### config.mk
export PLATFORM = sky130hd
export DESIGN_NAME = mem_stage_flat
export DESIGN_NICKNAME = d
export VERILOG_FILES = /design/src/rtl/mem_stage_if.sv /design/src/rtl/mem_stage.sv /design/src/flat_wrapper.sv
export SDC_FILE = /design/constraint.sdc
export NUM_CORES = 1
export LEC_CHECK = 0
export CELL_PAD_IN_SITES_DETAIL_PLACEMENT = 0
export CELL_PAD_IN_SITES_GLOBAL_PLACEMENT = 2
export CORE_MARGIN = 8
export CORE_UTILIZATION = 28
export DETAILED_ROUTE_END_ITERATION = 6
export PLACE_DENSITY_LB_ADDON = 0.1
export SETUP_SLACK_MARGIN = 0.1
export SLEW_MARGIN = 20
export SYNTH_ARGS = -nofsm -noshare
export SYNTH_HDL_FRONTEND = slang
export SYNTH_SLANG_ARGS = --single-unit
### constraint.sdc
create_clock -name clk_i -period 9.98 [get_ports clk_i]
set_input_delay 1.497 -clock clk_i [delete_from_list [all_inputs] [get_ports clk_i]]
set_output_delay 1.497 -clock clk_i [all_outputs]
set_load 0.01 [all_outputs]
### src/rtl/mem_stage_if.sv
// rtl/mem_stage_if.sv - data-memory request/acknowledge bus for the memory stage
//
// Purpose: groups the data-memory handshake and bus signals.
// Signals:
//   dmem_req_o    memory request (driven by the memory stage)
//   dmem_we_o     1 for store
//   dmem_addr_o   word address, bits [1:0] = 0
//   dmem_be_o     byte enables
//   dmem_wdata_o  lane-placed store data
//   dmem_ack_i    access complete; dmem_rdata_i valid in the same cycle
//   dmem_rdata_i  read word
// Modports: master = memory stage, slave = data memory.
interface mem_stage_if;
  logic        dmem_req_o;
  logic        dmem_we_o;
  logic [31:0] dmem_addr_o;
  logic [3:0]  dmem_be_o;
  logic [31:0] dmem_wdata_o;
  logic        dmem_ack_i;
  logic [31:0] dmem_rdata_i;

  modport master (
    output dmem_req_o, dmem_we_o, dmem_addr_o, dmem_be_o, dmem_wdata_o,
    input  dmem_ack_i, dmem_rdata_i
  );

  modport slave (
    input  dmem_req_o, dmem_we_o, dmem_addr_o, dmem_be_o, dmem_wdata_o,
    output dmem_ack_i, dmem_rdata_i
  );
endinterface

### src/rtl/mem_stage.sv
// rtl/mem_stage.sv - RV32I memory stage: EX/MEM register, data-memory FSM, lane logic
//
// Purpose: holds the EX/MEM pipeline register, runs an IDLE/REQ/DONE
// request/acknowledge FSM toward data memory for loads and stores, stalls the
// pipeline until the access completes, and performs store lane placement and
// load extraction/extension.
// Ports:
//   clk_i, rst_i            clock, asynchronous active-high reset
//   valid_i                 EX holds a real instruction
//   inst_EX_i               instruction in EX (opcode, funct3 used)
//   alu_out_i               EX ALU result / effective address
//   store_data_i            forwarded rs2
//   pc_plus_four_i          PC+4 from EX
//   stall_o                 freezes IF/ID/EX and holds EX/MEM
//   alu_out_MEM_o           registered ALU result (EX forwarding)
//   pc_plus_four_MEM_o      registered PC+4 (EX forwarding)
//   inst_MEM_o              registered instruction
//   valid_MEM_o             instruction in MEM completes this cycle
//   load_data_o             extracted/extended load result (DONE only)
//   misalign_o              misaligned access trapped
//   dmem                    data-memory bus (mem_stage_if.master)
// Build option: MEM_MISALIGN_TRAP_EN - when defined, misaligned accesses are
// suppressed and flagged on misalign_o; otherwise they use the raw low bits.
module mem_stage (
  input  logic        clk_i,
  input  logic        rst_i,
  input  logic        valid_i,
  input  logic [31:0] inst_EX_i,
  input  logic [31:0] alu_out_i,
  input  logic [31:0] store_data_i,
  input  logic [31:0] pc_plus_four_i,
  output logic        stall_o,
  output logic [31:0] alu_out_MEM_o,
  output logic [31:0] pc_plus_four_MEM_o,
  output logic [31:0] inst_MEM_o,
  output logic        valid_MEM_o,
  output logic [31:0] load_data_o,
  output logic        misalign_o,
  mem_stage_if.master dmem
);

  typedef enum logic [1:0] {IDLE, REQ, DONE} state_t;

  state_t      state;
  logic        valid_q;
  logic [31:0] store_data_q;
  logic [31:0] rbuf_q;

  logic        is_load;
  logic        is_store;
  logic        is_mem;
  logic        misaligned;
  logic        trap;
  logic        issue;
  logic [1:0]  size;
  logic [1:0]  a;
  logic [3:0]  be_n;
  logic [31:0] wdata_n;
  logic [7:0]  byte_sel;
  logic [15:0] half_sel;
  logic        sext;

  assign a        = alu_out_MEM_o[1:0];
  assign size     = inst_MEM_o[13:12];
  assign sext     = ~inst_MEM_o[14];
  assign is_load  = valid_q && (inst_MEM_o[6:2] == 5'b00000);
  assign is_store = valid_q && (inst_MEM_o[6:2] == 5'b01000);
  assign is_mem   = is_load || is_store;

  // size 00 = byte, 01 = half, anything else is treated as a word
  assign misaligned = is_mem && (((size == 2'b01) && a[0]) ||
                                 (size[1] && (a != 2'b00)));

`ifdef MEM_MISALIGN_TRAP_EN
  assign trap = misaligned;
`else
  assign trap = 1'b0;
`endif

  assign issue = is_mem && !trap;

  // Depends only on state and the registered instruction, never on EX inputs.
  assign stall_o     = ((state == IDLE) && issue) || (state == REQ);
  assign valid_MEM_o = ((state == IDLE) && valid_q && !issue) || (state == DONE);
  assign misalign_o  = (state == IDLE) && trap;

  always_comb begin
    be_n    = 4'b1111;
    wdata_n = store_data_q;
    if (is_store) begin
      case (size)
        2'b00: begin
          be_n    = 4'b0001 << a;
          wdata_n = {4{store_data_q[7:0]}};
        end
        2'b01: begin
          be_n    = 4'b0011 << {a[1], 1'b0};
          wdata_n = {2{store_data_q[15:0]}};
        end
        default: begin
          be_n    = 4'b1111;
          wdata_n = store_data_q;
        end
      endcase
    end
  end

  always_comb begin
    case (a)
      2'd0:    byte_sel = rbuf_q[7:0];
      2'd1:    byte_sel = rbuf_q[15:8];
      2'd2:    byte_sel = rbuf_q[23:16];
      default: byte_sel = rbuf_q[31:24];
    endcase
    half_sel    = a[1] ? rbuf_q[31:16] : rbuf_q[15:0];
    load_data_o = 32'h0;
    if ((state == DONE) && is_load) begin
      case (size)
        2'b00:   load_data_o = {{24{sext & byte_sel[7]}}, byte_sel};
        2'b01:   load_data_o = {{16{sext & half_sel[15]}}, half_sel};
        default: load_data_o = rbuf_q;
      endcase
    end
  end

  always_ff @(posedge clk_i or posedge rst_i) begin
    if (rst_i) begin
      state              <= IDLE;
      valid_q            <= 1'b0;
      inst_MEM_o         <= 32'h0;
      alu_out_MEM_o      <= 32'h0;
      store_data_q       <= 32'h0;
      pc_plus_four_MEM_o <= 32'h0;
      rbuf_q             <= 32'h0;
      dmem.dmem_req_o    <= 1'b0;
      dmem.dmem_we_o     <= 1'b0;
      dmem.dmem_addr_o   <= 32'h0;
      dmem.dmem_be_o     <= 4'h0;
      dmem.dmem_wdata_o  <= 32'h0;
    end else begin
      if (!stall_o) begin
        valid_q            <= valid_i;
        inst_MEM_o         <= inst_EX_i;
        alu_out_MEM_o      <= alu_out_i;
        store_data_q       <= store_data_i;
        pc_plus_four_MEM_o <= pc_plus_four_i;
      end
      case (state)
        IDLE: begin
          if (issue) begin
            dmem.dmem_req_o   <= 1'b1;
            dmem.dmem_we_o    <= is_store;
            dmem.dmem_addr_o  <= {alu_out_MEM_o[31:2], 2'b00};
            dmem.dmem_be_o    <= be_n;
            dmem.dmem_wdata_o <= wdata_n;
            state             <= REQ;
          end
        end
        REQ: begin
          if (dmem.dmem_ack_i) begin
            rbuf_q          <= dmem.dmem_rdata_i;
            dmem.dmem_req_o <= 1'b0;
            state           <= DONE;
          end
        end
        DONE:    state <= IDLE;
        default: state <= IDLE;
      endcase
    end
  end

endmodule

### src/flat_wrapper.sv
// flat-port wrapper written by rule: the top's interface ports become plain ports
module mem_stage_flat 
  (clk_i, rst_i, valid_i, inst_EX_i, alu_out_i, store_data_i, pc_plus_four_i, stall_o, alu_out_MEM_o, pc_plus_four_MEM_o, inst_MEM_o, valid_MEM_o, load_data_o, misalign_o, dmem_dmem_req_o, dmem_dmem_we_o, dmem_dmem_addr_o, dmem_dmem_be_o, dmem_dmem_wdata_o, dmem_dmem_ack_i, dmem_dmem_rdata_i);
  mem_stage_if dmem_i ();
  input  logic clk_i;
  input  logic rst_i;
  input  logic valid_i;
  input  logic [31:0] inst_EX_i;
  input  logic [31:0] alu_out_i;
  input  logic [31:0] store_data_i;
  input  logic [31:0] pc_plus_four_i;
  output logic stall_o;
  output logic [31:0] alu_out_MEM_o;
  output logic [31:0] pc_plus_four_MEM_o;
  output logic [31:0] inst_MEM_o;
  output logic valid_MEM_o;
  output logic [31:0] load_data_o;
  output logic misalign_o;
  output wire logic [$bits(dmem_i.dmem_req_o)-1:0] dmem_dmem_req_o;
  output wire logic [$bits(dmem_i.dmem_we_o)-1:0] dmem_dmem_we_o;
  output wire logic [$bits(dmem_i.dmem_addr_o)-1:0] dmem_dmem_addr_o;
  output wire logic [$bits(dmem_i.dmem_be_o)-1:0] dmem_dmem_be_o;
  output wire logic [$bits(dmem_i.dmem_wdata_o)-1:0] dmem_dmem_wdata_o;
  input wire logic [$bits(dmem_i.dmem_ack_i)-1:0] dmem_dmem_ack_i;
  input wire logic [$bits(dmem_i.dmem_rdata_i)-1:0] dmem_dmem_rdata_i;
  assign dmem_dmem_req_o = dmem_i.dmem_req_o;
  assign dmem_dmem_we_o = dmem_i.dmem_we_o;
  assign dmem_dmem_addr_o = dmem_i.dmem_addr_o;
  assign dmem_dmem_be_o = dmem_i.dmem_be_o;
  assign dmem_dmem_wdata_o = dmem_i.dmem_wdata_o;
  assign dmem_i.dmem_ack_i = dmem_dmem_ack_i;
  assign dmem_i.dmem_rdata_i = dmem_dmem_rdata_i;
  mem_stage u_core (.clk_i(clk_i), .rst_i(rst_i), .valid_i(valid_i), .inst_EX_i(inst_EX_i), .alu_out_i(alu_out_i), .store_data_i(store_data_i), .pc_plus_four_i(pc_plus_four_i), .stall_o(stall_o), .alu_out_MEM_o(alu_out_MEM_o), .pc_plus_four_MEM_o(pc_plus_four_MEM_o), .inst_MEM_o(inst_MEM_o), .valid_MEM_o(valid_MEM_o), .load_data_o(load_data_o), .misalign_o(misalign_o), .dmem(dmem_i));
endmodule
### Signal wires on met3

Bar = 50 um.
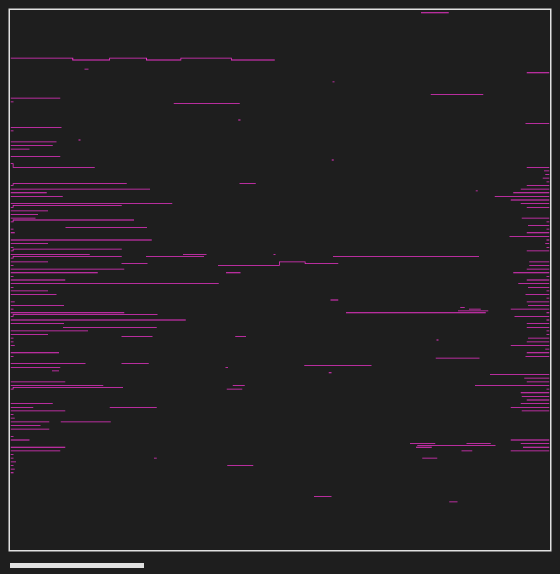
The layer holds 7.8% of the routed length. 160 nets have wire on it.
Total Wirelength: 32.78 mm
met3 GRT Util: 5.187%
Vias: 7279

### Routed metal per tile

Bar = 50 um. The die is cut into 20 by 20 equal tiles; dark blue is low, red is high, scaled to the fullest tile. Values are wire area over tile area, all layers added.
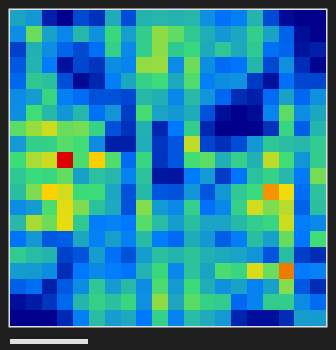
The mean over all tiles is 0.13. The fullest tile reaches 0.39. The densest ninth of the die: middle left.
GRT Util Overall: 15.57%
wire per inst: 20.17 um

### Clock nets

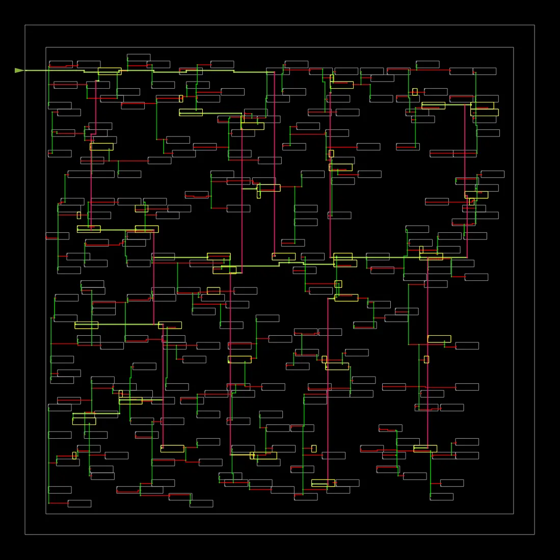
Worst Skew: 15.17 ps
Clock group: 976 uW
number of clock buffers in the layout: 40

### Cell classes on the final placement

Fill, decap, tap and diode cells in gray.
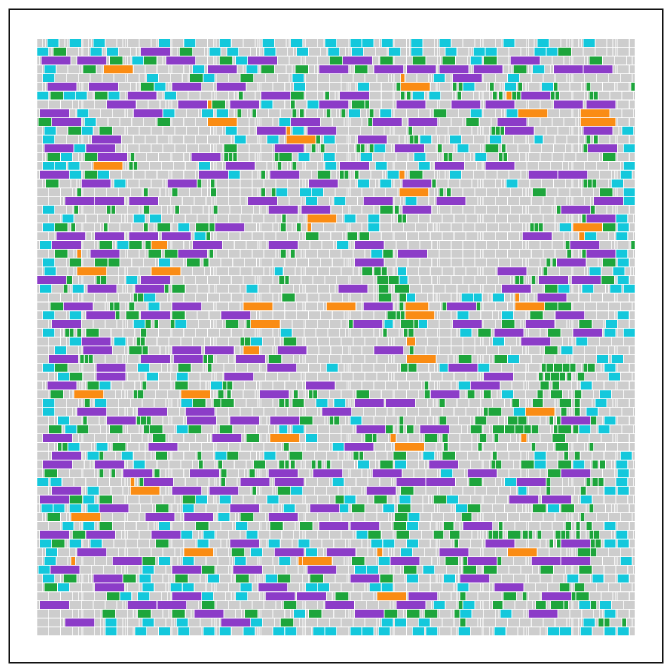
Key: clock drivers and dummy loads = orange [cells 49, share of their area 6.3%]; other buffers and delay cells = cyan [cells 373, share of their area 27%]; flip-flops = purple [cells 231, share of their area 41%]; all other logic = green [cells 517, share of their area 26%]
Final Cell Area: 14520 um^2
FP Rows: 68
Seq area share: 39.80%
end-of-flow core utilization: 42.36%

==> flow_metrics.py <==
# Metrics from the implementation run
metrics = {
    "status": {
        "run_status": "completed",
    },
    "pwr": {
        "swShare_pct": 31.15,
        "power_mw": 3.495,
        "p_switching_mw": 1.088,
        "power_frac_seq_pct": 40.2,
        "powerDensity_nw_per_um2": 240.6,
        "vdd_drop_max_uv": 147.6,
    },
    "floorplan": {
        "io_pins": 365,
        "fp_util_pct": 28.24,
        "tap_cells": 455,
        "die_area_um2": 40790,
        "die_h_um": 202.0,
    },
    "final_timing": {
        "setup_tns_ps": 0,
        "finalClockPeriodUsage_pct": 52.42,
        "setup_ws_ps": 4748,
        "slew_headroom_pct": 27.49,
        "layout_min_cycle_time_ps": 5232,
        "slew_violations": 0,
        "finalSetupViolCount": 0,
        "rsz0062_at_grt": "no",
    },
    "synth": {
        "ys_seq_share_pct": 59.70,
        "ff_type": "dfrtp_1",
        "logic_family": "multiplexers",
        "fa_ha_area_share_pct": 0,
        "ys_sh_xor_pct": 0,
        "ys_chip_area_um2": 9683,
        "synthTopCellsByArea": "dfrtp_1 60%, mux2_2 10%, mux2_1 9.2%",
        "top_cell": "dfrtp_1",
        "yosysUniqueCellTypes": 39,
        "top_area_share_pct": 59.70,
        "syn-cell-area_um2": 9683,
        "ys_cells": 797,
        "synthMuxAreaShare_pct": 20.79,
        "async_reset_ff_share_pct": 100.0,
        "avgSynthCellArea_um2": 12.15,
    },
    "setup_path": {
        "r2r_cells": 7,
        "cp.depth": 5,
        "critPathLaunch": "u_core.inst_MEM_o[3]",
        "crit_family": "simple AND/OR/NAND/NOR gates",
        "cp.buffers_inverters": 1,
        "worstSetupEndpoint": "load_data_o[12]",
        "rrSetupSlack_ps": 6280,
        "cp_cell_sequence": "or4b_1 -> or2_4 -> or4_1 -> a221oi_1 -> clkdlybuf4s50_1",
        "r2r_end": "u_core.store_data_q[7]",
        "path_class": "flip-flop to output port",
        "timing.rr.start": "u_core.inst_MEM_o[3]",
        "cp.arrival_ps": 3730,
    },
    "cells_and_area": {
        "nets": 1316,
        "final-clk-cell-share_pct": 6.022,
        "layout-drive-gt1-share_pct": 12.99,
        "nMultiInputCombCells": 506,
        "mostFrequentLayoutCells": "361 x clkdlybuf4s50_1, 231 x dfrtp_1, 171 x nand2_1",
        "synthToLayoutAreaGrowth_pct": 49.98,
        "regArea_um2": 5781,
        "buf_share_pct": 25.50,
        "largest_class": "flip-flops and latches",
    },
    "cts": {
        "htree_levels": 1,
        "cts_made_buffers": 29,
        "cts_setup_buffers": 0,
    },
    "routing": {
        "highest_layer": "met5",
        "drt-initial-drc-count": 279,
        "drc": 0,
        "drtPass1Iterations": 5,
        "ant_nets": 0,
        "routed-wl-met3_mm": 2.550,
    },
    "placed_design": {
        "post-place-ws_ps": 5330,
        "post-place-cells": 1576,
        "port_buffers": 361,
    },
    "worst_hold_path": {
        "worstHoldStart": "u_core.dmem.dmem_addr_o[27]",
        "hold_depth": 2,
        "hp-class": "flip-flop to flip-flop",
    },
    "run": {
        "tool_warnings": 28,
    },
    "grt": {
        "grt_pass1_vias": 7685,
        "grt_pass1_wl_mm": 49.89,
        "grt_use_met1_pct": 18.82,
        "grt_antenna_before_repair": 4,
    },
}
Power is estimated from default activity; no workload was simulated.
